$ cat config.mk
export PLATFORM = sky130hd
export DESIGN_NAME = clock_divider_prog_flat
export DESIGN_NICKNAME = d
export VERILOG_FILES = /design/src/rtl/clock_divider_prog_if.sv /design/src/rtl/clock_divider_prog.sv /design/src/flat_wrapper.sv
export SDC_FILE = /design/constraint.sdc
export NUM_CORES = 1
export LEC_CHECK = 0
export ABC_CLOCK_PERIOD_IN_PS = 4860
export CAP_MARGIN = 40
export CORE_MARGIN = 2
export CORE_UTILIZATION = 63
export CTS_CLUSTER_DIAMETER = 150
export DETAILED_ROUTE_END_ITERATION = 8
export GPL_ROUTABILITY_DRIVEN = 0
export PLACE_DENSITY = 0.91
export RECOVER_POWER = 100
export SLEW_MARGIN = 20
export SYNTH_ARGS = -nofsm -noshare
export SYNTH_HDL_FRONTEND = slang
export SYNTH_SLANG_ARGS = --single-unit
export TNS_END_PERCENT = 10
$ cat constraint.sdc
create_clock -name clk_in -period 4.86 [get_ports clk_in]
set_clock_uncertainty 0.1 [all_clocks]
set_input_delay 0.486 -clock clk_in [delete_from_list [all_inputs] [get_ports clk_in]]
set_output_delay 0.486 -clock clk_in [all_outputs]
set_load 0.02 [all_outputs]
$ cat src/rtl/clock_divider_prog_if.sv
// Control/status bundle for clock_divider_prog: enable, divisor write port,
// divisor status and the divided clock with its edge strobes.
`default_nettype none

interface clock_divider_prog_if #(
    parameter int CNT_W = 16
);
    logic             en;
    logic             div_wr;
    logic [CNT_W-1:0] div_in;
    logic             div_busy;
    logic [CNT_W-1:0] div_cur;
    logic             div_err;
    logic             clk_out;
    logic             rise_stb;
    logic             fall_stb;

    modport master (
        output en,
        output div_wr,
        output div_in,
        input  div_busy,
        input  div_cur,
        input  div_err,
        input  clk_out,
        input  rise_stb,
        input  fall_stb
    );

    modport slave (
        input  en,
        input  div_wr,
        input  div_in,
        output div_busy,
        output div_cur,
        output div_err,
        output clk_out,
        output rise_stb,
        output fall_stb
    );
endinterface

`default_nettype wire

$ cat src/rtl/clock_divider_prog.sv
// ============================================================================
//  Module      : clock_divider_prog
//  Description : Runtime-programmable clock divider, glitch-free divisor
//                changes at period boundaries, enable gating, edge strobes.
//  Revision    : 1.0 - initial release
// ============================================================================
`default_nettype none

module clock_divider_prog #(
    parameter int CNT_W       = 16,
    parameter int DEFAULT_DIV = 200
) (
    input  wire logic            clk_in,
    input  wire logic            rst_n,
    clock_divider_prog_if.slave  bus
);

    localparam logic [CNT_W-1:0] C_DEFAULT_DIV = CNT_W'(DEFAULT_DIV);
    localparam logic [CNT_W-1:0] C_MIN_DIV     = CNT_W'(2);
    localparam logic [CNT_W-1:0] C_ONE         = CNT_W'(1);

    logic [CNT_W-1:0] r_cnt;
    logic [CNT_W-1:0] r_div_cur;
    logic [CNT_W-1:0] r_div_pend;
    logic             r_div_busy;
    logic             r_div_err;
    logic             r_clk_out;
    logic             r_rise_stb;
    logic             r_fall_stb;

    logic [CNT_W-1:0] w_low_len;
    logic [CNT_W-1:0] w_last;
    logic             w_wrap;
    logic             w_rise;
    logic             w_clamp;
    logic [CNT_W-1:0] w_wr_val;
    logic             w_apply;

    // Low phase is ceil(N/2) so odd divisors get the longer low half.
    assign w_low_len = r_div_cur - (r_div_cur >> 1);
    assign w_last    = r_div_cur - C_ONE;
    assign w_wrap    = bus.en && (r_cnt == w_last);
    assign w_rise    = bus.en && !w_wrap && (r_cnt == (w_low_len - C_ONE));

    assign w_clamp   = bus.div_wr && (bus.div_in < C_MIN_DIV);
    assign w_wr_val  = (bus.div_in < C_MIN_DIV) ? C_MIN_DIV : bus.div_in;

    // Pending divisor lands at a period boundary, or at once while stopped.
    assign w_apply   = r_div_busy && (w_wrap || !bus.en);

    always_ff @(posedge clk_in or negedge rst_n) begin
        if (!rst_n) begin
            r_cnt      <= '0;
            r_clk_out  <= 1'b0;
            r_rise_stb <= 1'b0;
            r_fall_stb <= 1'b0;
        end else if (!bus.en) begin
            r_cnt      <= '0;
            r_clk_out  <= 1'b0;
            r_rise_stb <= 1'b0;
            r_fall_stb <= r_clk_out;
        end else begin
            r_cnt      <= w_wrap ? '0 : (r_cnt + C_ONE);
            r_rise_stb <= w_rise;
            r_fall_stb <= w_wrap && r_clk_out;
            if (w_wrap) begin
                r_clk_out <= 1'b0;
            end else if (w_rise) begin
                r_clk_out <= 1'b1;
            end
        end
    end

    // A write coinciding with an apply becomes the next pending value.
    always_ff @(posedge clk_in or negedge rst_n) begin
        if (!rst_n) begin
            r_div_cur  <= C_DEFAULT_DIV;
            r_div_pend <= C_DEFAULT_DIV;
            r_div_busy <= 1'b0;
            r_div_err  <= 1'b0;
        end else begin
            if (w_apply) begin
                r_div_cur <= r_div_pend;
            end
            if (bus.div_wr) begin
                r_div_pend <= w_wr_val;
                r_div_busy <= 1'b1;
            end else if (w_apply) begin
                r_div_busy <= 1'b0;
            end
            r_div_err <= r_div_err | w_clamp;
        end
    end

    assign bus.div_busy = r_div_busy;
    assign bus.div_cur  = r_div_cur;
    assign bus.div_err  = r_div_err;
    assign bus.clk_out  = r_clk_out;
    assign bus.rise_stb = r_rise_stb;
    assign bus.fall_stb = r_fall_stb;

endmodule

`default_nettype wire

$ cat src/flat_wrapper.sv
// flat-port wrapper written by rule: the top's interface ports become plain ports
module clock_divider_prog_flat 
#(
    parameter int CNT_W       = 16,
    parameter int DEFAULT_DIV = 200
)
  (clk_in, rst_n, bus_en, bus_div_wr, bus_div_in, bus_div_busy, bus_div_cur, bus_div_err, bus_clk_out, bus_rise_stb, bus_fall_stb);
  clock_divider_prog_if #(.CNT_W(CNT_W)) bus_i ();
  input  wire logic clk_in;
  input  wire logic rst_n;
  input wire logic [$bits(bus_i.en)-1:0] bus_en;
  input wire logic [$bits(bus_i.div_wr)-1:0] bus_div_wr;
  input wire logic [$bits(bus_i.div_in)-1:0] bus_div_in;
  output wire logic [$bits(bus_i.div_busy)-1:0] bus_div_busy;
  output wire logic [$bits(bus_i.div_cur)-1:0] bus_div_cur;
  output wire logic [$bits(bus_i.div_err)-1:0] bus_div_err;
  output wire logic [$bits(bus_i.clk_out)-1:0] bus_clk_out;
  output wire logic [$bits(bus_i.rise_stb)-1:0] bus_rise_stb;
  output wire logic [$bits(bus_i.fall_stb)-1:0] bus_fall_stb;
  assign bus_i.en = bus_en;
  assign bus_i.div_wr = bus_div_wr;
  assign bus_i.div_in = bus_div_in;
  assign bus_div_busy = bus_i.div_busy;
  assign bus_div_cur = bus_i.div_cur;
  assign bus_div_err = bus_i.div_err;
  assign bus_clk_out = bus_i.clk_out;
  assign bus_rise_stb = bus_i.rise_stb;
  assign bus_fall_stb = bus_i.fall_stb;
  clock_divider_prog #(.CNT_W(CNT_W), .DEFAULT_DIV(DEFAULT_DIV)) u_core (.clk_in(clk_in), .rst_n(rst_n), .bus(bus_i));
endmodule
### Cell area per tile

The bar under the picture is 20 microns long. 9 x 9 tiles, from dark purple (low) to yellow (high), 0 to 100% covered.
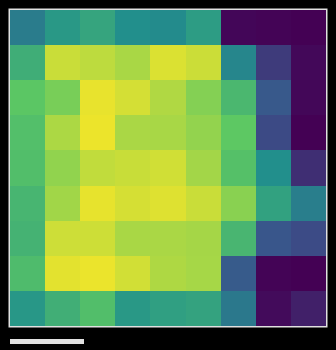
The densest ninth of the die: center. The mean over all tiles is 62%. 8.6% of the tiles are nearly empty. The fullest tile reaches 97%.
Final Core Density: 0.730
Core Box Area: 6390 sq um
Starting Density: 0.655

### Wire density map

17 x 17 tiles, from dark purple (low) to yellow (high), scaled to the fullest tile. Values are wire area over tile area, all layers added.
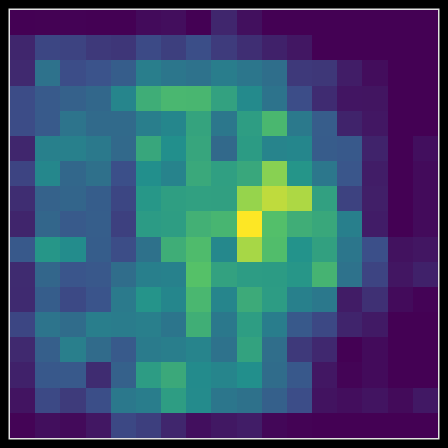
The mean over all tiles is 0.25. The fullest tile reaches 0.89. The densest ninth of the die: center.

==> results_slide.txt <==
Run Summary

Status
  • Status: finished with violations
  • Failing checks: capacitance limit, slew limit

Worst setup path
  • CP startpoint: u_core.bus.div_cur[2]
  • Critical path class: reg2reg
  • CP Buf/Inv Count: 2
  • Worst Path Required: 4.98 ns
  • R2R cell count: 10
  • Crit. End Element: register
  • Critical Path AT: 3.68 ns
  • Top delay family on crit path: buffers and inverters
  • Worst path max stage delay: 0.82 ns

Yosys
  • Cell Type Count: 68
  • Ys flop type: dfrtp_1
  • Xor+xnor area frac: 0.129
  • Synth Seq Share: 0.319
  • Top logic family: simple AND/OR/NAND/NOR gates
  • Post-synthesis async set-or-reset flop share: 1.00
  • Complex Gates by Area: 0.115
  • Syn_area_per_cell: 9.62 sq um
  • Yosys reg bits: 53
  • Top cells by area: dfrtp_1 28%, ha_1 9.6%, xnor2_1 6.5%
  • EDFF count, synth: 0
  • Yosys simple share: 0.185
  • Most frequent cell after synthesis: dfrtp_1
  • Mapped Cells: 435

Routing
  • Iter 0 DRT Violations: 361
  • Post-route DRC: 0
  • Met3 WL: 942 microns

Flow run
  • Tool warnings: 42
  • MaxCap Viol Count: 1

Timing
  • RSZ-0062 raised after global routing: false
  • Max-slew violation count: 54
  • Fin crit share: 0.732
  • Final Setup Violations: 0
  • Hold Violations, Final: 0
  • Slew @ Worst Pin: 2.79 ns
  • Max Freq: 281 MHz

Placement
  • Pre-CTS setup slack: 1.75 ns

GRT
  • Antenna violations before repair: 0
  • Global-route wire length before repair: 17.6 mm
  • Vias in the first global route: 3609
  • Total gr overflow: 0
  • GRT Max-Usage Layer: met2
  • Total track usage: 0.309

CTS
  • Clock Tree Buf Depth: 2
  • Root Buffer: clkbuf_8
  • CTS tree: yes
  • # Post-CTS Setup Buffers: 0
  • Clock slew at reported path FFs: 0.11 ns

Power
  • Max IR drop VDD: 264 uV
  • Clock network fraction of design power: 0.168
  • Sw frac: 0.434
  • Leak pwr: 2.06 nW
  • Comb power frac: 0.541
  • Biggest consumer: combinational logic
  • NetSw: 0.818 mW

Min path
  • Min-delay src: u_core.bus.div_err
  • WHS Endpoint: u_core.bus.div_err
  • Hold path cells: 1
  • Worst Hold Class: reg2reg

Floorplanning
  • Top Ports: 41
  • Die width: 85.5 microns

Layout
  • Fillers: 405
### Wiring by layer

Only two layers are drawn.
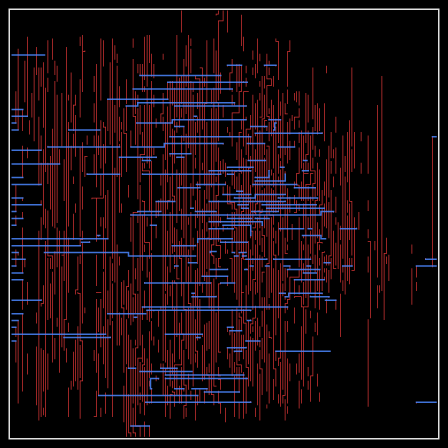
Red marks met2, wire length 5360 microns. Blue marks met3, wire length 943 microns.

### Clock wiring as the flow saved it

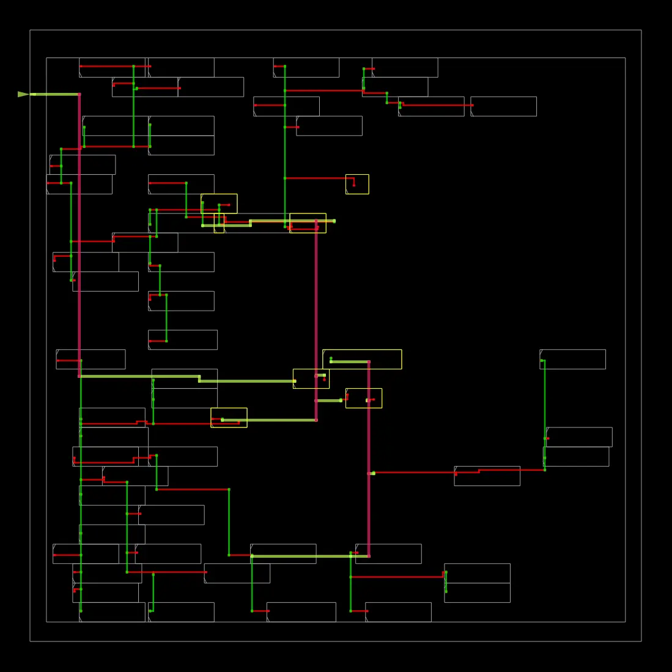
FF+latch count: 53
CLK BUF: 6
CTS Buf Count: 5
Clock group: 0.316 mW

==> metrics by stage <==
step | instance area, sq um | util | hold WS [ns] | total power [mW]
floorplan | 4180 | - | 0.0904 | 1.28
global placement | 4590 | 0.719 | 0.350 | 1.52
detailed placement | 4590 | 0.719 | 0.364 | 1.56
CTS | 4710 | 0.737 | 0.201 | 1.88
global route | 4660 | 0.730 | 0.431 | 1.98
finish | 4660 | 0.730 | 0.390 | 1.89
==> cell type report <==
type / count / area, sq um / area share
multi-input combinational: 334 / 2590 / 0.557
sequential: 53 / 1330 / 0.286
clock inverter: 2 / 38.8 / 0.00832
inverter: 28 / 105 / 0.0226
clock buffer: 6 / 72.6 / 0.0156
timing repair buffer: 44 / 419 / 0.0900
tap: 77 / 96.3 / 0.0207
Power is estimated from default activity; no workload was simulated.
